==> src/rtl/id_operand_forwarder.sv <==
// Decode-stage operand resolver: prioritised forwarding, load-use stall, and a
// bubble sequencer that isolates serialising instructions (syscall, LL/SC).
module id_operand_forwarder #(
  parameter int DATA_W        = 32,
  parameter int NUM_OPS       = 2,
  parameter int NUM_SRC       = 3,
  parameter int BUBBLE_CYCLES = 4,
  parameter int SEL_W         = $clog2(NUM_SRC + 1)
) (
  input  logic                        CLK,
  input  logic                        RESET,
  input  logic                        in_valid,
  input  logic [NUM_OPS*5-1:0]        in_reg,
  input  logic [NUM_OPS-1:0]          in_use,
  input  logic [NUM_OPS*DATA_W-1:0]   in_raw,
  input  logic [NUM_SRC*5-1:0]        fwd_reg,
  input  logic [NUM_SRC*DATA_W-1:0]   fwd_val,
  input  logic [NUM_SRC-1:0]          fwd_wr,
  input  logic [NUM_SRC-1:0]          fwd_load,
  input  logic                        serialize,
  input  logic                        notify,
  output logic                        out_valid,
  output logic [NUM_OPS*DATA_W-1:0]   out_op,
  output logic [NUM_OPS*SEL_W-1:0]    out_sel,
  output logic                        stall,
  output logic                        sys_pulse,
  output logic                        want_freeze
);

  logic [NUM_OPS*DATA_W-1:0] opVal;
  logic [NUM_OPS*SEL_W-1:0]  opSel;
  logic [NUM_OPS-1:0]        found;
  logic                      hazard;

  logic [2:0]                cnt_q, cnt_d;
  logic                      inhibit_q, inhibit_d;
  logic                      pulse_q, pulse_d;
  logic                      valid_q, issue;
  logic [NUM_OPS*DATA_W-1:0] op_q;
  logic [NUM_OPS*SEL_W-1:0]  sel_q;

  // Lowest-index matching source wins; register 0 always reads the regfile.
  always_comb begin
    opVal  = in_raw;
    opSel  = '0;
    found  = '0;
    hazard = 1'b0;
    for (int i = 0; i < NUM_OPS; i++) begin
      for (int k = 0; k < NUM_SRC; k++) begin
        if (!found[i] && in_use[i] && fwd_wr[k] && (in_reg[i*5 +: 5] != 5'd0) &&
            (fwd_reg[k*5 +: 5] == in_reg[i*5 +: 5])) begin
          found[i]                     = 1'b1;
          opVal[i*DATA_W +: DATA_W]    = fwd_val[k*DATA_W +: DATA_W];
          opSel[i*SEL_W +: SEL_W]      = SEL_W'(k + 1);
          hazard                       = hazard | fwd_load[k];
        end
      end
    end
  end

  assign stall       = in_valid && hazard;
  assign want_freeze = (serialize || (cnt_q > 3'd2)) && !inhibit_q;

  // Sequencer frozen on stall cycles; the serialising instruction issues at count 2.
  always_comb begin
    cnt_d     = cnt_q;
    inhibit_d = inhibit_q;
    pulse_d   = 1'b0;
    issue     = 1'b0;
    if (!stall) begin
      case (cnt_q)
        3'd0: begin
          inhibit_d = 1'b0;
          if (in_valid && serialize) begin
            cnt_d = 3'(BUBBLE_CYCLES);
          end else begin
            issue = in_valid;
          end
        end
        3'd2: begin
          cnt_d     = 3'd1;
          issue     = in_valid;
          pulse_d   = notify;
          inhibit_d = 1'b1;
        end
        3'd1: begin
          cnt_d     = 3'd0;
          inhibit_d = 1'b0;
        end
        default: cnt_d = cnt_q - 3'd1;
      endcase
    end
  end

  always_ff @(posedge CLK or negedge RESET) begin
    if (!RESET) begin
      cnt_q     <= 3'd0;
      inhibit_q <= 1'b0;
      pulse_q   <= 1'b0;
      valid_q   <= 1'b0;
      op_q      <= '0;
      sel_q     <= '0;
    end else begin
      cnt_q     <= cnt_d;
      inhibit_q <= inhibit_d;
      pulse_q   <= pulse_d;
      valid_q   <= issue;
      if (issue) begin
        op_q  <= opVal;
        sel_q <= opSel;
      end
    end
  end

  assign out_valid = valid_q;
  assign out_op    = op_q;
  assign out_sel   = sel_q;
  assign sys_pulse = pulse_q;

endmodule
==> config.mk <==
export PLATFORM = sky130hd
export DESIGN_NAME = id_operand_forwarder
export DESIGN_NICKNAME = d
export VERILOG_FILES = /design/src/rtl/id_operand_forwarder.sv
export SDC_FILE = /design/constraint.sdc
export NUM_CORES = 1
export LEC_CHECK = 0
export CORE_ASPECT_RATIO = 1.2
export CORE_MARGIN = 2
export CORE_UTILIZATION = 35
export CTS_CLUSTER_SIZE = 8
export DETAILED_ROUTE_END_ITERATION = 16
export PLACE_DENSITY = 0.67
export SYNTH_ARGS = -nofsm -noshare
export SYNTH_HDL_FRONTEND = slang
export SYNTH_SLANG_ARGS = --single-unit
==> constraint.sdc <==
create_clock -name CLK -period 2.43 [get_ports CLK]
set_input_delay 0.243 -clock CLK [delete_from_list [all_inputs] [get_ports CLK]]
set_output_delay 0.243 -clock CLK [all_outputs]
set_load 0.01 [all_outputs]
Fig. 1: the metal 1 layer
The bar under the picture is 20 um long.
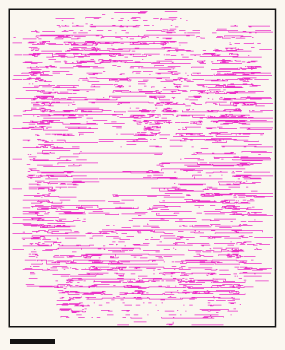
The layer carries 8320 um of wire. The wires run mostly horizontal. The longest straight run is 41.9 um. The layer holds 40% of the routed length. 940 nets have wire on it.
drt total wl: 20.9 mm
met1 usage: 27.1%
vias: 5498

Fig. 2: pin placement
The bar under the picture is 20 um long. Pins as bars across the die edge, other pins in grey.
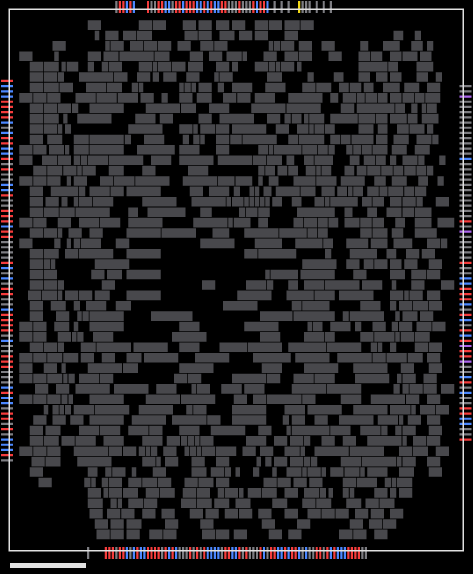
Key: in_raw = blue [pins 64, direction input, edge 22 south, 20 west, 12 north, 10 east]; fwd_val = red [pins 96, direction input, edge 33 south, 30 west, 19 north, 14 east]; serialize = yellow [pins 1, direction input, edge north]; out_sel = purple [pins 4, direction output, edge east]
All pins by edge: 76 south, 74 west, 69 east, 51 north.
die height: 141 um
Die W: 118 um
IO buf count: 269

==> Changelog: implementation <==
## Flow update

* Status: finished, violations left
* Failing checks: negative setup slack
* Tmin final at 2.49 ns
* FF+latch count, synth at 74
* Vias in the first global route at 6022
* Crit path DAT at 2.69 ns
* CP Capture Type: flip-flop
* Most numerous cell in the Yosys netlist: mux2_2
* Worst slack, placed at -0.816 ns
* # IOs at 270
* Syn Area/Cell at 10.2 sq um
* Setup CP Type: in2reg
* Worst-case clock buffer depth at 2
* Post-DP Area at 0.00875 sq mm
* Post-route setup slack at -0.0590 ns
* Maximum fanout along the worst path at 8
* Yosys cell types at 44
* Post-detailed-route count of antenna-violating nets at 0
* Most instantiated cells after synthesis: mux2_2, dfrtp_1, nand2_1, o21ai_0, mux2i_1
* Final setup violation count at 61
* Largest net degree at the start of global routing at 65
Fig. 3: clock nets
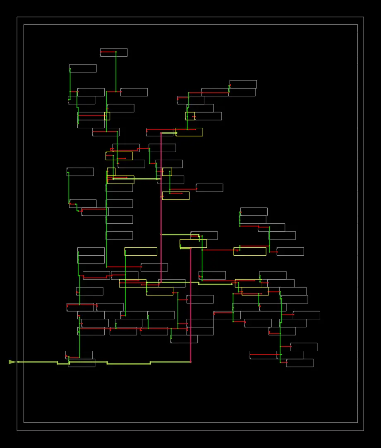
CTS Sinks: 74
Num CTS Buffers: 9
number of clock-tree buffers in the layout: 9
clk_lat worst skew: 0.33 ns
Setup Skew: 0.00831 ns

Fig. 4: zoomed window
The bar under the picture is 20 um long. Region (34, 74) to (84, 124) um. Cells in grey, sequential cells in the stronger grey; small squares are vias.
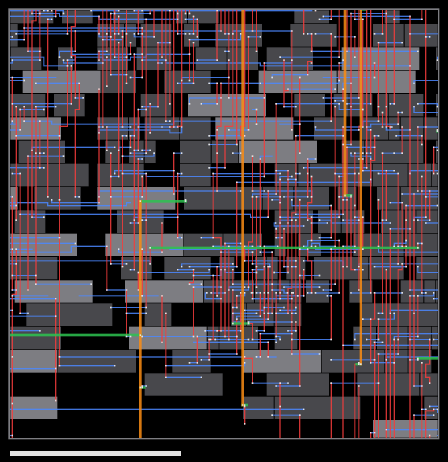
Key: metal 1 = blue; metal 3 = green; metal 2 = red; metal 4 = orange
146 logic cells have their middle in the window. Most frequent: dfrtp_1 (18), clkdlybuf4s50_1 (17), buf_4 (16). Netlist names of flops here include out_op (12), cnt_q (3). Sequential cells in the window: 18.

cells in the final DEF (no fill, tap or decap), drive strengths merged, types with 14 or more instances in the layout:
cell type and n:
mux2i 64, xnor2 14, buf 87, o21ai 69, mux2 133, clkdlybuf4s50 239
xor2 16, dfrtp 74, clkbuf 18, nand2 72
final timing paths:
| kind | endpoint | slack [ns] |
|---|---|---|
| min in group CLK | sys_pulse | 0.49 |
| min reg2reg | inhibit_q | 0.50 |
| max reg2reg | out_op[5] | 0.19 |
| min | out_op[19] | 0.44 |
| max in group asynchronous | out_op[5] | 1.40 |
| max | out_op[5] | -0.06 |
logic make-up after synthesis:
kind of cell | synth area share (%)
muxes | 38.9
buffers and inverters | 3.98
AOI/OAI and AO/OA | 9.22
DFF | 33.7
adders and majority gates | 0.910
xor gates and xnor gates | 4.78
and+or+nand+nor | 8.56
metal layers:
layer  GRT usage, %  up-vias  routed length (um)
met5              0        -                   0
met4           7.52        0                 439
met3           5.55       29                1170
met2           44.4      204               10900
met1           27.1     2662                8320
li1               -     2603                   -
area by class of cell:
class / count / area (sq um)
Timing Repair Buffer: 350 / 3600
Fill cell: 1284 / 5600
Inverter: 8 / 30.0
Antenna cell: 1 / 2.50
Clock inverter: 6 / 90.1
Clock buffer: 9 / 225
Multi-Input combinational cell: 423 / 3850
Sequential cell: 74 / 1850
Tap cell: 208 / 260
where the power goes:
part / switching [mW] / internal [mW]
Clock: 0.497 / 0.896
Combinational: 1.34 / 2.43
Sequential: 0.376 / 1.82
Total: 2.21 / 5.14
registers in the layout (all words and copies together) (netlist names):
name	cells
cnt_q	3
inhibit_q	1
out_op	64
out_sel	4
out_valid	1
sys_pulse	1
Power and IR drop assume default switching activity.
